File: src/rtl/tx_stream_arbiter.sv
// Packet-granular two-port arbiter onto the MAC TX stream: one-cycle grant latency, then a zero-latency pass-through.
// Backpressure: m_axis_tready reaches only the owning source; the idle port and every GAP cycle see tready=0.
module tx_stream_arbiter #(
  parameter int DATA_WIDTH    = 8,
  parameter int IFG_CYCLES    = 4,
  parameter int MAX_S0_STREAK = 4,
  parameter int CNT_WIDTH     = 16
) (
  input  logic                  gtx_clk_bufg,
  input  logic                  gtx_reset,
  input  logic [DATA_WIDTH-1:0] s0_axis_tdata,
  input  logic                  s0_axis_tvalid,
  input  logic                  s0_axis_tlast,
  output logic                  s0_axis_tready,
  input  logic [DATA_WIDTH-1:0] s1_axis_tdata,
  input  logic                  s1_axis_tvalid,
  input  logic                  s1_axis_tlast,
  output logic                  s1_axis_tready,
  output logic [DATA_WIDTH-1:0] m_axis_tdata,
  output logic                  m_axis_tvalid,
  output logic                  m_axis_tlast,
  input  logic                  m_axis_tready,
  output logic [1:0]            grant,
  output logic                  busy,
  output logic [CNT_WIDTH-1:0]  pkt_cnt0,
  output logic [CNT_WIDTH-1:0]  pkt_cnt1
);

  localparam int SW = $clog2(MAX_S0_STREAK + 1);
  localparam int GW = (IFG_CYCLES > 1) ? $clog2(IFG_CYCLES) : 1;
  localparam logic [SW-1:0] STREAK_MAX = SW'(MAX_S0_STREAK);
  localparam logic [GW-1:0] GAP_LOAD   = (IFG_CYCLES > 0) ? GW'(IFG_CYCLES - 1) : '0;

  typedef enum logic [1:0] {
    IDLE   = 2'd0,
    GRANT0 = 2'd1,
    GRANT1 = 2'd2,
    GAP    = 2'd3
  } state_t;

  state_t        state;
  logic [SW-1:0] streak;
  logic [GW-1:0] gap_cnt;
  logic          s0_last_hs;
  logic          s1_last_hs;

  assign s0_last_hs = (state == GRANT0) && s0_axis_tvalid && m_axis_tready && s0_axis_tlast;
  assign s1_last_hs = (state == GRANT1) && s1_axis_tvalid && m_axis_tready && s1_axis_tlast;

  // Pure pass-through from the owning port; everything else is held at zero.
  always_comb begin
    m_axis_tdata   = '0;
    m_axis_tvalid  = 1'b0;
    m_axis_tlast   = 1'b0;
    s0_axis_tready = 1'b0;
    s1_axis_tready = 1'b0;
    case (state)
      GRANT0: begin
        m_axis_tdata   = s0_axis_tdata;
        m_axis_tvalid  = s0_axis_tvalid;
        m_axis_tlast   = s0_axis_tlast;
        s0_axis_tready = m_axis_tready;
      end
      GRANT1: begin
        m_axis_tdata   = s1_axis_tdata;
        m_axis_tvalid  = s1_axis_tvalid;
        m_axis_tlast   = s1_axis_tlast;
        s1_axis_tready = m_axis_tready;
      end
      default: ;
    endcase
  end

  always_ff @(posedge gtx_clk_bufg or posedge gtx_reset) begin
    if (gtx_reset) begin
      state    <= IDLE;
      grant    <= 2'b00;
      busy     <= 1'b0;
      streak   <= '0;
      gap_cnt  <= '0;
      pkt_cnt0 <= '0;
      pkt_cnt1 <= '0;
    end else begin
      case (state)
        IDLE: begin
          // Port 0 wins unless port 1 is also waiting and has been passed over MAX_S0_STREAK times.
          if (s0_axis_tvalid && !(s1_axis_tvalid && streak == STREAK_MAX)) begin
            state  <= GRANT0;
            grant  <= 2'b01;
            busy   <= 1'b1;
            streak <= s1_axis_tvalid ? streak + SW'(1) : '0;
          end else if (s1_axis_tvalid) begin
            state  <= GRANT1;
            grant  <= 2'b10;
            busy   <= 1'b1;
            streak <= '0;
          end
        end
        GRANT0, GRANT1: begin
          if (s0_last_hs || s1_last_hs) begin
            if (s0_last_hs) pkt_cnt0 <= pkt_cnt0 + CNT_WIDTH'(1);
            if (s1_last_hs) pkt_cnt1 <= pkt_cnt1 + CNT_WIDTH'(1);
            grant <= 2'b00;
            if (IFG_CYCLES > 0) begin
              state   <= GAP;
              gap_cnt <= GAP_LOAD;
            end else begin
              state <= IDLE;
              busy  <= 1'b0;
            end
          end
        end
        GAP: begin
          if (gap_cnt == '0) begin
            state <= IDLE;
            busy  <= 1'b0;
          end else begin
            gap_cnt <= gap_cnt - GW'(1);
          end
        end
        default: begin
          state <= IDLE;
          grant <= 2'b00;
          busy  <= 1'b0;
        end
      endcase
    end
  end

endmodule

File: config.mk
export PLATFORM = sky130hd
export DESIGN_NAME = tx_stream_arbiter
export DESIGN_NICKNAME = d
export VERILOG_FILES = /design/src/rtl/tx_stream_arbiter.sv
export SDC_FILE = /design/constraint.sdc
export NUM_CORES = 1
export LEC_CHECK = 0
export CORE_MARGIN = 2
export CORE_UTILIZATION = 46
export DETAILED_ROUTE_END_ITERATION = 16
export PLACE_DENSITY = 0.79
export SETUP_SLACK_MARGIN = 0.5
export SYNTH_ARGS = -nofsm -noshare
export SYNTH_HDL_FRONTEND = slang
export SYNTH_SLANG_ARGS = --single-unit
File: constraint.sdc
create_clock -name gtx_clk_bufg -period 2 [get_ports gtx_clk_bufg]
set_input_delay 0.4 -clock gtx_clk_bufg [delete_from_list [all_inputs] [get_ports gtx_clk_bufg]]
set_output_delay 0.4 -clock gtx_clk_bufg [all_outputs]
set_load 0.005 [all_outputs]
==> ci_impl_report.md <==
## Implementation flow summary

| Metric | Value |
|---|---|
| Slew headroom | between 60% and 70% |
| Hold_buf cts | 0 |
| Die X | 73.7 µm |
| Cell Type Count | 37 |
| Critical path class | flip-flop to flip-flop |
| CTS HTree Levels | 2 |
| Slowest cell on crit path | dfrtp_1 |
| CTS Root Cell | clkbuf_8 |
| Row count | 25 |
| Port bufs | 69 |
| Synthesized area | ~0.0022 mm² |
| Minimum clock period | around 2200 ps |
| GRT Residual Overflow | 0 |
| Critical path launch point type | flip-flop |
| Pre-Place Util | between 40% and 50% |
| Syn nets | approximately 250 |
| Worst EP required | ~2200 ps |
| Top logic family | simple AND/OR/NAND/NOR gates |
| First-pass GRT wire length | 12.2 mm |
| Clk latency late pin | 310 ps |
| CP Capture Type | flip-flop |
| Overall power | approximately 5.5 mW |
| Max Slew Vio Count | 0 |
| Clock-pin slew on the worst setup and hold paths | 90 ps |
| Initial antenna violation count | 0 |
| Outcome | finished with violations |
| Placed Instance Area | between 0.003 and 0.004 mm² |
| Routed Antenna Nets | 0 |
| XOR/XNOR Area Share | about an eighth |
| Yosys Chip Area | 0.00224 mm² |
| Iteration-0 DRC Markers | about 240 |
| Syn Inst Count | 220 |
| Part of the cycle the worst path needs | 110% |
| Register Area | 0.00106 mm² |
| Worst-Margin Slew | between 500 and 600 ps |
| Drt via density | between 5 and 6 |
| Ys Warns | 0 |
| Worst-path cell chain | inv_2 > ha_4 > buf_4 > buf_6 > buf_6 > nand4_1 > nor2_4 > and3_4 > xor2_1 |
| Slowest stage delay, CP | about 430 ps |
| Commonest cells post-synth | 42 x dfrtp_1, 19 x xnor2_1, 18 x nor2_1 |
| Die y size | 73.7 µm |
| Max-cap violation count | 0 |
| Num CTS Buffers | 5 |
| Post-synth top flop | dfrtp_1 |
| Synth Seq Share | a little under half |
| Lkg Pwr | about 2.2 nW |
| P&R area growth vs syn | 94.7% |
| Area leader share | between 40% and 50% |
| Vias in the first global route | roughly 2500 |
| # DRC | 0 |
| Worst vdd ir | about 1.3 mV |
| Synth flops | 42 |
| Pwr Density | around 1300 mW/mm² |
| Final worst-path setup slack | -209 ps |
| Chip area | between 0.005 and 0.006 mm² |
| Basic Gates by Area | between 20% and 30% |
| Fmax achieved | ~450 MHz |
| Mean Syn Cell Area | approximately 10 µm² |
| Most Crowded Layer GR | met2 |
| Utilization after layout | ~93% |
| Nets | ~420 |
| CTS tree | yes |
| Final hold viol count | 0 |
| Hold Path Class | flip-flop to flip-flop |
| Largest net degree at the start of global routing | between 40 and 50 |
| Post-synth EDFFs | 0 |
| Async S/R FF share, synth | 100% |
| Crit path top cell by count | buf_6 |
| Top-count cell post-synth | dfrtp_1 |
| Antenna cells | 0 |
| Highest Signal Layer | met4 |
| Failing checks | negative setup slack |
| Synth area leader | dfrtp_1 |
| RSZ-0062 raised after global routing | yes |
| Clock skew | roughly 12 ps |
| Design Area, Final | 0.00436 mm² |
| Top area cell types | dfrtp_1 47%, xnor2_1 7.4%, ha_1 5.6% |
| Pre-Repair DR Iteration Count | 4 |
| MUX area fraction | 1.45% |
| CTS max path bufs | 2 |
| Core ar. | approximately 0.0047 mm² |
| Final setup violating endpoints | 26 |
| Met2 WL | about 5.3 mm |
| Adder-Cell Fraction of Synth Area | 5.59% |
| M1 WL | 3.53 mm |
| Compound Share, Synth | a little under a tenth |
| Clock sinks | about 42 |
| DP HPWL | between 3 and 4 mm |
| # Cells Yosys | 220 |
| Log Warnings | 34 |
| Most common logic cells in the final layout | 60 x buf_4, 37 x dfrtp_1, 35 x dlygate4sd2_1 |
| Fillers | 156 |
| Logic area | roughly 0.0015 mm² |
| Share of post-route cells with drive strength above 1 | between 50% and 60% |
| Met3 wire len | around 830 µm |
| Met2 usage | a little over half |
| Critical path peak fanout | 6 |
| GPL Wtd Cong | 0.817 |
| Io pins | around 70 |
==> flip-flops by register name, summed over array words and instances (netlist names) <==
signal	cells
busy	1
gap_cnt	2
grant	2
pkt_cnt0	16
pkt_cnt1	16
state	2
streak	3
==> worst max-delay path: cells and delay by family, from the launching register on <==
kind	cells	cell delay [ps]
fa+ha+maj	1	320
flops	1	430
simple gates	3	680
xor+xnor	1	200
buf+inv	4	460
==> worst paths after layout <==
kind / from / to / slack (ps) / depth (start not counted)
max in group asynchronous: gtx_reset / pkt_cnt0[4] / 1010 / 3
min reg2reg: pkt_cnt1[15] / pkt_cnt1[15] / 550 / 2
max reg2reg: state[1] / pkt_cnt0[6] / -210 / 9
min: pkt_cnt1[15] / pkt_cnt1[15] / 550 / 2
max: state[1] / pkt_cnt0[6] / -210 / 9
min in group asynchronous: gtx_reset / pkt_cnt1[4] / 580 / 3
==> metrics by stage <==
step / TNS [ps] / cells / worst slack (ps) / hold slack [ps]
after floorplan: 0 / 220 / 267 / 440
after global placement: -208 / 356 / -39.2 / 454
after detailed placement: -677 / 356 / -138 / 462
after CTS: -26.8 / 422 / -22.3 / 490
after global routing: -3090 / 442 / -223 / 571
final: -2440 / 442 / -209 / 551
==> report_power, final <==
group | switching (mW) | internal, mW
Sequential | 0.117 | 0.971
Clock | 0.324 | 0.373
Combinational | 1.73 | 1.94
Total | 2.18 | 3.28
==> final cells by class <==
cell class | count | share of cell area (%)
multi-input combinational | 157 | 35.4
timing repair inverter | 1 | 0.172
sequential | 42 | 24.3
inverter | 16 | 1.52
clock inverter | 2 | 0.862
timing repair buffer | 164 | 34.5
tap | 54 | 1.55
clock buffer | 6 | 1.67
==> what timing repair did <==
action / in CTS / in global routing
pin swaps: 59 / 35
setup endpoints to repair: 85 / 54
gates cloned: 2 / 1
resized: 148 / 66
setup buffers: 56 / 19
**Routing congestion map**

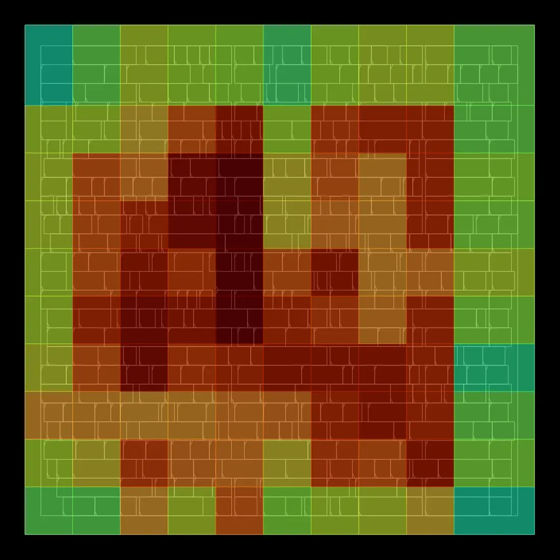
GR Layer Usage met3: 7.68%
total track usage: 30.1%
drt wl/cell: 23.3 µm

**Metal 1**

Scale: 4 px per µm. Supply wires on this layer in gray.
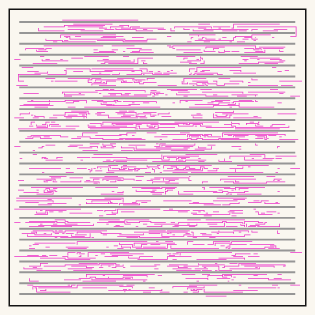
longest straight run: 20.7 µm
share of all routed wire: 34%
main direction: horizontal
Vias: 2649
met1 usage in global routing: 32.3%
DRT Wirelength: 10.3 mm

**Gate families picked out**

Scale: 6 px per µm.
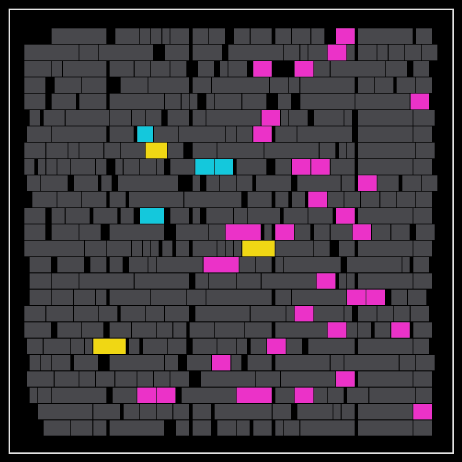
[multiplexers] yellow | cells: 3
[AND-OR and OR-AND gates] cyan | cells: 4
[XOR/XNOR gates] magenta | cells: 30
Comb/total area: 35.4%
post-route insts no fill: 442
Commonest Layout Cell: buf_4

**Layout detail**

Window x 22 to 52, y 37 to 67 µm. Cells in gray, sequential cells in the stronger gray; small squares are vias.
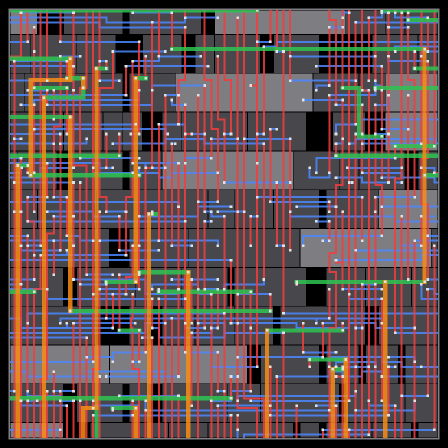
[metal 4] orange
[metal 3] green
[metal 1] blue
[metal 2] red
cells with their middle in the window: 76
most frequent: buf_4 (13), buf_6 (6)
sequential cells in the window: 6
netlist names of flops here include: pkt_cnt0 (2)

No activity file was given, so power comes from the tool's default toggle rates.
